<file path="config.mk">
export PLATFORM = sky130hd
export DESIGN_NAME = regfile_wr_arbiter
export DESIGN_NICKNAME = d
export VERILOG_FILES = /design/src/rtl/regfile_wr_arbiter.sv
export SDC_FILE = /design/constraint.sdc
export NUM_CORES = 1
export LEC_CHECK = 0
export CAP_MARGIN = 20
export CORE_MARGIN = 10
export CORE_UTILIZATION = 40
export CTS_BUF_LIST = sky130_fd_sc_hd__clkbuf_2
export CTS_CLUSTER_SIZE = 8
export DETAILED_ROUTE_END_ITERATION = 8
export PLACE_DENSITY = 0.83
export SYNTH_ARGS = -nofsm -noshare
export SYNTH_HDL_FRONTEND = slang
export SYNTH_SLANG_ARGS = --single-unit
</file>
<file path="constraint.sdc">
create_clock -name clk -period 2.69 [get_ports clk]
set_clock_uncertainty 0.2 [all_clocks]
set_input_delay 0.4035 -clock clk [delete_from_list [all_inputs] [get_ports clk]]
set_output_delay 0.4035 -clock clk [all_outputs]
set_load 0.02 [all_outputs]
</file>
<file path="src/rtl/regfile_wr_arbiter.sv">
// regfile_wr_arbiter
//   Arbitrates the single register-file write port between the core
//   writeback path (requester 0) and the debug/load unit (requester 1).
//   Writeback normally wins. A starvation counter forces a debug grant
//   after STARVE_LIMIT consecutive denied debug cycles, and dbg_halt hands
//   the port to debug entirely. The accepted write is registered and shows
//   up on WE3/A3/WD3/grant_id one cycle after the handshake.
//
// Ports
//   clk        clock, all state on posedge
//   rst        asynchronous reset, active low
//   wb_valid   writeback request          wb_addr/wb_data   its payload
//   wb_ready   writeback accepted this cycle (combinational)
//   dbg_valid  debug request              dbg_addr/dbg_data its payload
//   dbg_ready  debug accepted this cycle (combinational)
//   dbg_halt   debug owns the port, writeback blocked from next cycle
//   WE3        register-file write enable (registered, one-cycle pulse)
//   A3, WD3    register-file write address / data (registered)
//   grant_id   requester behind the current A3/WD3 (0 = wb, 1 = dbg)
module regfile_wr_arbiter #(
  parameter int XLEN         = 32,
  parameter int STARVE_LIMIT = 4
) (
  input  logic            clk,
  input  logic            rst,
  input  logic            wb_valid,
  input  logic [4:0]      wb_addr,
  input  logic [XLEN-1:0] wb_data,
  output logic            wb_ready,
  input  logic            dbg_valid,
  input  logic [4:0]      dbg_addr,
  input  logic [XLEN-1:0] dbg_data,
  output logic            dbg_ready,
  input  logic            dbg_halt,
  output logic            WE3,
  output logic [4:0]      A3,
  output logic [XLEN-1:0] WD3,
  output logic            grant_id
);

  localparam logic [2:0] LIMIT = 3'(STARVE_LIMIT);

  typedef enum logic [1:0] {
    NORMAL = 2'd0,
    FORCE  = 2'd1,
    HALT   = 2'd2
  } state_t;

  state_t          state;
  logic [2:0]      cnt;
  logic [2:0]      cnt_nxt;
  logic            wb_xfer_p0;
  logic            dbg_xfer_p0;
  logic [4:0]      addr_p0;
  logic [XLEN-1:0] data_p0;

  logic            we_p1;
  logic [4:0]      addr_p1;
  logic [XLEN-1:0] data_p1;
  logic            gid_p1;

  // Stage p0: grant decision, combinational from state and valids.
  always_comb begin
    wb_ready  = 1'b0;
    dbg_ready = 1'b0;
    if (rst) begin
      case (state)
        NORMAL: begin
          if (wb_valid) wb_ready  = 1'b1;
          else          dbg_ready = dbg_valid;
        end
        FORCE: begin
          if (dbg_valid) dbg_ready = 1'b1;
          else           wb_ready  = wb_valid;
        end
        HALT:    dbg_ready = dbg_valid;
        default: ;
      endcase
    end
  end

  assign wb_xfer_p0  = wb_valid  & wb_ready;
  assign dbg_xfer_p0 = dbg_valid & dbg_ready;
  assign addr_p0     = dbg_xfer_p0 ? dbg_addr : wb_addr;
  assign data_p0     = dbg_xfer_p0 ? dbg_data : wb_data;

  // Starvation count: only a pending-and-denied debug request counts;
  // a grant or a withdrawn request restarts the count.
  always_comb begin
    cnt_nxt = 3'd0;
    if (dbg_valid && !dbg_ready) begin
      if (cnt >= LIMIT) cnt_nxt = LIMIT;
      else              cnt_nxt = cnt + 3'd1;
    end
  end

  always_ff @(posedge clk or negedge rst) begin
    if (!rst) begin
      state <= NORMAL;
      cnt   <= 3'd0;
    end else begin
      cnt <= cnt_nxt;
      if (dbg_halt) begin
        // Halt wins over a simultaneously due FORCE entry.
        state <= HALT;
      end else begin
        case (state)
          NORMAL:  if (cnt_nxt == LIMIT) state <= FORCE;
          FORCE:   if (dbg_xfer_p0 || !dbg_valid) state <= NORMAL;
          HALT: begin
            state <= NORMAL;
            cnt   <= 3'd0;
          end
          default: state <= NORMAL;
        endcase
      end
    end
  end

  // Stage p1: registered write port. Address 0 is a hardwired-zero
  // register, so the handshake completes but the write enable stays low.
  always_ff @(posedge clk or negedge rst) begin
    if (!rst) begin
      we_p1   <= 1'b0;
      addr_p1 <= 5'd0;
      data_p1 <= '0;
      gid_p1  <= 1'b0;
    end else if (wb_xfer_p0 || dbg_xfer_p0) begin
      we_p1   <= (addr_p0 != 5'd0);
      addr_p1 <= addr_p0;
      data_p1 <= data_p0;
      gid_p1  <= dbg_xfer_p0;
    end else begin
      we_p1   <= 1'b0;
    end
  end

  assign WE3      = we_p1;
  assign A3       = addr_p1;
  assign WD3      = data_p1;
  assign grant_id = gid_p1;

endmodule

</file>
final_congestion.png
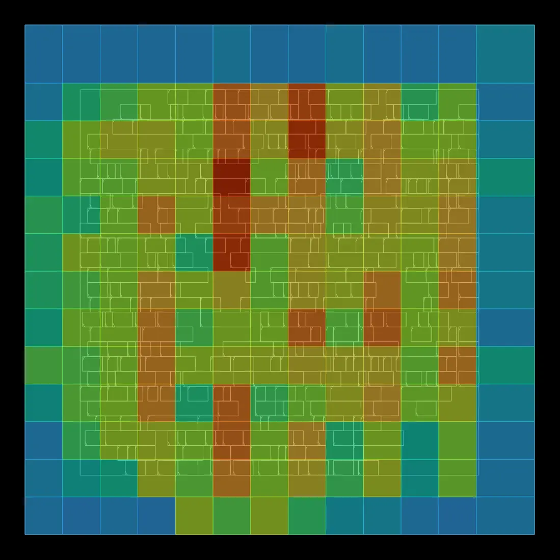
grt met1 use: 16.71%
gr usage total: 14.44%
met2 GRT Util: 23.96%
wire per inst: 16.16 um
global route hottest layer: met2

zoom.png
The bar under the picture is 10 um long. Window x 11 to 36, y 11 to 36 um. Cells in gray, sequential cells in the stronger gray; small squares are vias.
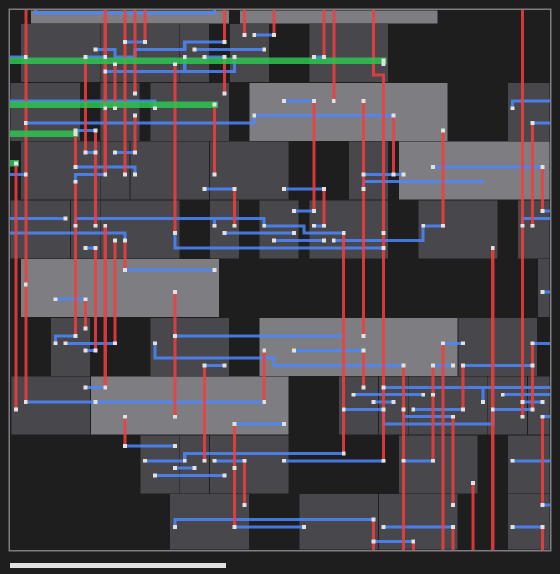
color	layer
green	met3
blue	met1
red	met2
most frequent	clkdlybuf4s50_1 (19), o21ai_1 (8), nand2_1 (7)
netlist names of flops here include	`WD3` (5)
cells with their middle in the window	45
sequential cells in the window	5

==> results.ini <==
[run_status]
outcome=completed

[floorplanning]
die_area_um2=8738
fp_util_pct=41.75
rows=26
die_width_um=93.48
die_y_um=93.48

[synthesis]
synth-edff-count=0
ys_seq_elements=44
yosysCellCount=210
synthCells=210
synth-main-ff-cell=dfrtp_1
synth_seq_share_pct=50.98
ys_area_um2=2160
top_area_cell=dfrtp_1
top_cells_by_area=dfrtp_1 (51%), mux2i_1 (17%), o21ai_1 (8.6%)
synth_area_um2=2160
yosysMostFrequentCell=dfrtp_1
adder_share_pct=3.476
yosys.area_share.simple_pct=10.78
synthTopLogicFamily=multiplexers
yosysWarnings=0
avgSynthCellArea_um2=10.28
synthArstFlopShare_pct=100.0

[finish]
final_util_pct=66.40
final_cell_mix=clkdlybuf4s50_1 (116), dfrtp_1 (44), nand2_1 (39)
nFillCells=444
comb_cells=144
drive_gt1_share_pct=5.167
clkbuf_count=7
area_share_nonclk_buffers_pct=35.30
area_dominant_class=non-clock buffers
logic_area_um2=957.2
fin_nets=413
n_all_buffers=123
seq_area_um2=1101
design.seq.count=44
largest_reg_flops=32

[placement]
placed_cells=390
dpl_cell_area_um2=3390
dp_slack_ns=0.1325
dp_hpwl_mm=4.972

[routing]
vias_per_cell=4.817
drtPass1Iterations=4
wirelength_mm=6.449
wl_met1_mm=2.620
topRoutingLayerUsed=met4
wl_met2_mm=3.132

[timing]
timing.fmax_ghz=0.3985
finalSetupViolCount=0
hold_ws_ns=0.3078
relSlewSlack_pct=54.30
final_max_slew_viol_count=0
worstMarginPinSlew_ns=0.6854
min_period_ns=2.509
period_used_pct=93.28

[grt]
grt_pass1_wl_mm=10.20
grt-ovfl-total=0
antenna_found_initial=0
grt_pass1_vias=2014
met3_usage_pct=6.475

[power_and_ir_drop]
seq_cell_power_mw=0.844
combPwrFrac_pct=39.9
p_sw_share_pct=33.08
power_clock_mw=0.270
peakVddDrop_mv=0.4134
power.group.top=sequential cells
switching_power_mw=0.6130
clock_power_share_pct=14.5
power_leakage_nw=1.643

[setup_path]
worstPathMaxFanout=5
critical_path_arrival_ns=1.91
rr_endpoint=WD3[3]$_DFFE_PN0P_
critPathCapture=wb_ready
path_common_cell=inv_1
path_buffers=3
cp-end-kind=output pin
cp-start-kind=register
crit_chain=inv_1 -> ha_1 -> nor2b_1 -> o211ai_4 -> inv_1 -> dlygate4sd2_1
r2r-start=state[1]$_DFFE_PN0P_
crit_required_ns=2.09
slowest_stage=dfrtp_1

[clock_tree]
cts_buffers=5
clockBufferDepth=2
cts_hold_buf=1
cts_resized=2
root_buffer=clkbuf_2

[hold_path]
min_from=cnt[0]$_DFF_PN0_
hold_end=cnt[0]$_DFF_PN0_
holdPathStages=1

[job]
maxCapViolCount=0

